### src/rtl/debounce_edge.sv
// rtl/debounce_edge.sv - debouncer with rise/fall/long-press pulse outputs
module debounce_edge #(
    parameter int DEBOUNCE_CYCLES   = 1_000_000,
    parameter int LONG_PRESS_CYCLES = 100_000_000
) (
    input  logic clk_i,
    input  logic rst_i,
    input  logic in_sync_i,
    output logic level_o,
    output logic rise_o,
    output logic fall_o,
    output logic long_o
);

    localparam int DW = $clog2(DEBOUNCE_CYCLES);
    localparam int LW = $clog2(LONG_PRESS_CYCLES);
    localparam logic [DW-1:0] DB_LAST = DW'(DEBOUNCE_CYCLES - 1);
    localparam logic [LW-1:0] LP_LAST = LW'(LONG_PRESS_CYCLES - 1);

    typedef enum logic [1:0] {
        S_LOW       = 2'd0,
        S_RISE_WAIT = 2'd1,
        S_HIGH      = 2'd2,
        S_FALL_WAIT = 2'd3
    } state_t;

    state_t        state_q;
    logic [DW-1:0] cnt_q;
    logic [LW-1:0] lp_q;
    logic          long_done_q;
    logic          level_q;
    logic          rise_q;
    logic          fall_q;
    logic          long_q;

    logic level_high;
    logic long_hit;
    logic fall_commit;

    always_comb begin
        level_high  = (state_q == S_HIGH) || (state_q == S_FALL_WAIT);
        long_hit    = level_high && (lp_q == LP_LAST) && !long_done_q;
        fall_commit = (state_q == S_FALL_WAIT) && !in_sync_i && (cnt_q == DB_LAST);
    end

    always_ff @(posedge clk_i) begin
        if (rst_i) begin
            state_q     <= S_LOW;
            cnt_q       <= '0;
            lp_q        <= '0;
            long_done_q <= 1'b0;
            level_q     <= 1'b0;
            rise_q      <= 1'b0;
            fall_q      <= 1'b0;
            long_q      <= 1'b0;
        end else begin
            rise_q <= 1'b0;
            fall_q <= 1'b0;
            // Long press saturates at its terminal count; a coincident fall commit wins.
            long_q <= long_hit && !fall_commit;
            if (level_high && (lp_q != LP_LAST)) begin
                lp_q <= lp_q + 1'b1;
            end
            if (long_hit) begin
                long_done_q <= 1'b1;
            end

            case (state_q)
                S_LOW: begin
                    if (in_sync_i) begin
                        state_q <= S_RISE_WAIT;
                        cnt_q   <= '0;
                    end
                end
                S_RISE_WAIT: begin
                    if (!in_sync_i) begin
                        state_q <= S_LOW;
                    end else if (cnt_q == DB_LAST) begin
                        state_q     <= S_HIGH;
                        level_q     <= 1'b1;
                        rise_q      <= 1'b1;
                        lp_q        <= '0;
                        long_done_q <= 1'b0;
                    end else begin
                        cnt_q <= cnt_q + 1'b1;
                    end
                end
                S_HIGH: begin
                    if (!in_sync_i) begin
                        state_q <= S_FALL_WAIT;
                        cnt_q   <= '0;
                    end
                end
                S_FALL_WAIT: begin
                    // Returning to S_HIGH keeps the long-press count running.
                    if (in_sync_i) begin
                        state_q <= S_HIGH;
                    end else if (fall_commit) begin
                        state_q <= S_LOW;
                        level_q <= 1'b0;
                        fall_q  <= 1'b1;
                    end else begin
                        cnt_q <= cnt_q + 1'b1;
                    end
                end
                default: state_q <= S_LOW;
            endcase
        end
    end

    assign level_o = level_q;
    assign rise_o  = rise_q;
    assign fall_o  = fall_q;
    assign long_o  = long_q;

endmodule

### config.mk
export PLATFORM = sky130hd
export DESIGN_NAME = debounce_edge
export DESIGN_NICKNAME = d
export VERILOG_FILES = /design/src/rtl/debounce_edge.sv
export SDC_FILE = /design/constraint.sdc
export NUM_CORES = 1
export LEC_CHECK = 0
export CORE_ASPECT_RATIO = 1.2
export CORE_MARGIN = 5
export CORE_UTILIZATION = 41
export DETAILED_ROUTE_END_ITERATION = 6
export GPL_ROUTABILITY_DRIVEN = 0
export GPL_TIMING_DRIVEN = 0
export HOLD_SLACK_MARGIN = 0.05
export SLEW_MARGIN = 20
export SYNTH_ARGS = -nofsm -noshare
export SYNTH_HDL_FRONTEND = slang
export SYNTH_SLANG_ARGS = --single-unit
### constraint.sdc
create_clock -name clk_i -period 3.6 [get_ports clk_i]
set_clock_uncertainty 0.1 [all_clocks]
set_input_delay 1.08 -clock clk_i [delete_from_list [all_inputs] [get_ports clk_i]]
set_output_delay 1.08 -clock clk_i [all_outputs]
set_load 0.005 [all_outputs]
Cell area per tile:
The bar under the picture is 20 um long. 8 x 10 tiles, from dark purple (low) to yellow (high), 0 to 100% covered.
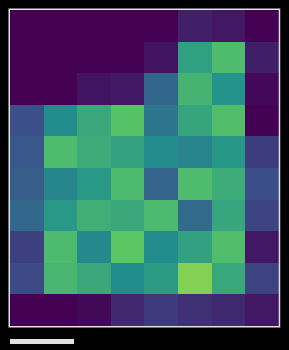
fullest tile: 81%
densest ninth of the die: center
emptiest ninth of the die: north-west
tiles over 75% full: 1.3%

Wiring by layer:
Two of the layers only.
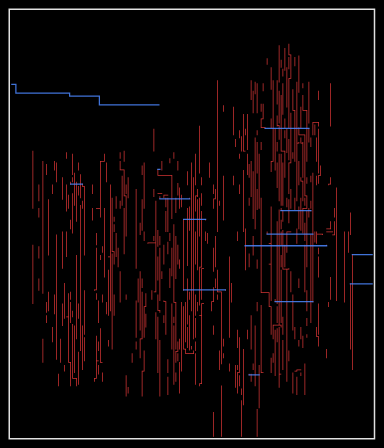
| color | layer | wire length |
|---|---|---|
| red | M2 | 2730 um |
| blue | M3 | 131 um |

Signal metal coverage by tile:
17 x 20 tiles, from dark purple (low) to yellow (high), scaled to the fullest tile. Values are wire area over tile area, all layers added.
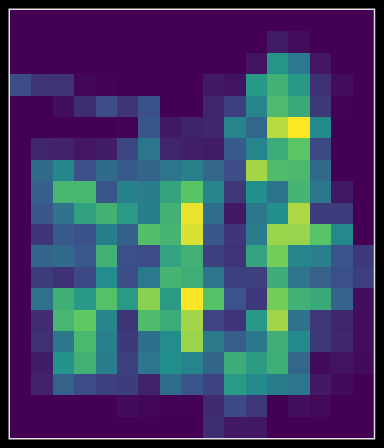
nearly empty tiles: 33%
emptiest ninth of the die: north-west
mean over tiles: 0.097
fullest tile: 0.39
tiles over half the peak: 19%

Where the registers sit:
The bar under the picture is 20 um long.
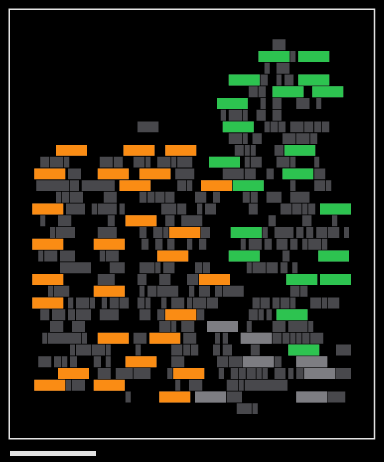
| color | netlist name | flops |
|---|---|---|
| green | `cnt_q` | 20 |
| orange | `lp_q` | 27 |
Seq. cell area: 1080 um2
Seq. pwr: 0.601 mW
proportion of cell area occupied by registers: 0.367
Final Core Density: 0.457

==> metrics.cfg <==
[clock_network]
cts.reportedPaths.clkPinSlew_ps = 100
cts_buffer_depth = 2
post-cts-setup-buffers = 0
ctsResizeCount = 0
root_buffer = clkbuf_8
numCtsBuffers = 5
cts_tree = yes
cts.sinks = 54
hold_buffers = 0

[finish]
comb_share = 0.506
num-multi-input-gates = 229
seq_cell_count = 54
nFillCells = 649
top_regs = lp_q (27), cnt_q (20)
area_delta_synth_final_pct = 8.34
clock_buffers = 6
largestClassByArea = logic gates
n_all_buffers = 20
layout.nets = 321
top_register = lp_q
drive_gt1_frac = 0.142
antenna_cells = 0
largest_reg_flops = 27
final_cells = 401
clkCellAreaFrac = 0.0272
n_all_inverters = 6

[grt]
grt.total_usage = 0.135
overflow = 0
grt_pass1_vias = 1997
grt.met3_usage = 0.0273
met1_usage = 0.165
top_usage_layer = met2
antenna_found_initial = 0
grt_pass1_wl_um = 9280
grt_util_met2 = 0.239
grt_max_degree = 16

[drt]
wl_per_cell_um = 13.2
wl_met3_um = 130
ant_nets = 0
drt-total-wl_um = 5310
drt-initial-drc-count = 98
dr_wl_met2_um = 2730
wl_met1_um = 2430
highest_layer = met4
drc = 0

[status]
run_status = finished clean

[floorplan]
coreArea_um2 = 6450
die_area_um2 = 8360
ios = 7
die_x_um = 84.3
rows = 32
die_y_um = 99.2
fp_util = 0.421
tapCellCount = 85

[yosys]
synth.distinct_cells = 44
yosys_cells = 305
xor_area_frac = 0.104
synth-seq-area-share = 0.398
syn_area_um2 = 2720
yosys.cell_count.top_type = dfxtp_1
yosys-top-cells-area = dfxtp_1 (40%), xnor2_1 (5.2%), nor2_1 (5.0%)
ys_sh_mux = 0.00368
flop_cell = dfxtp_1
syn_inst = 305
syn_avg_cell_area_um2 = 8.91
syn_nets = 310
fa_ha_area_frac = 0.00921
top_area_frac = 0.398
yosys.area_share.simple = 0.334
logic_family = simple AND/OR/NAND/NOR gates
ys.warnings.count = 0
edf_count = 0
synth_top_cell_by_area = dfxtp_1

[worst_setup_path]
crit_slowest_cell = or4_1
cp_max_fo = 8
critPathRequiredTime_ps = 3750
end_kind = flip-flop
cp.depth = 7
crit_buf_inv = 2
timing.rr.end = lp_q[21]
cp_top_family = simple AND/OR/NAND/NOR gates
cp-startpoint = in_sync_i
path_cells = buf_4 -> xnor2_4 -> nor2_1 -> or2_0 -> buf_2 -> or4_1 -> nand2_1
rr_worst_depth = 9
rr_startpoint = cnt_q[0]
path_class = input pin to flip-flop
cp-endpoint = cnt_q[17]
worstPathArrival_ps = 2510
r2r_slack_ps = 1430
cp_slowest_stage_delay_ps = 510
startpoint_type = input pin

[final_timing]
rsz0062_at_grt = false
setup_viol = 0
hold_viol_final = 0
fmax_mhz = 423
fin_hold_ws_ps = 376
slew_viol_final = 0
worst_slew_pin_slew_ps = 587
final.period_utilization = 0.657
finalSetupTns_ps = 0
slew_headroom = 0.605
setup_slack_ps = 1240

[power_and_ir_drop]
vdd_ir_drop_max_mv = 0.187
p_leak_nw = 0.924
power_density_nw_per_um2 = 326
power_mw = 0.958

[run]
warnings = 26
maxCapViolations = 0

[worst_hold_path]
min_from = cnt_q[1]
whs_endpoint = cnt_q[1]
min_path_type = flip-flop to flip-flop
min_path_cells = 2

[place]
dp.final_hpwl_um = 3770
place_area_um2 = 2860
pre_cts_slack_ps = 922
placed_cells = 394
numPortBuffers = 4

-- cells in the final DEF (no fill, tap or decap), types with 3 or more instances in the layout --
cell type / count
inv_1: 6
buf_2: 5
or4_1: 8
and3_1: 5
clkbuf_8: 5
nor3_1: 6
o211ai_1: 7
nor3_2: 4
nor4_1: 3
a21oi_1: 14
nor2_1: 36
nand3_1: 10
nor2_2: 4
xnor2_1: 16
o21ai_0: 13
buf_6: 4
clkdlybuf4s50_1: 4
or3_1: 8
nand2_1: 31
and4_1: 5
dfxtp_1: 54
nor4_2: 6
buf_4: 3
o31ai_1: 4
nor4_4: 3
xor2_1: 13
clkbuf_1: 4
nand4_1: 9
-- where the power goes --
| group | internal, mW | switching, mW |
|---|---|---|
| Combinational | 0.0113 | 0.0199 |
| Clock | 0.134 | 0.192 |
| Sequential | 0.599 | 0.00184 |
Power and IR drop assume default switching activity.
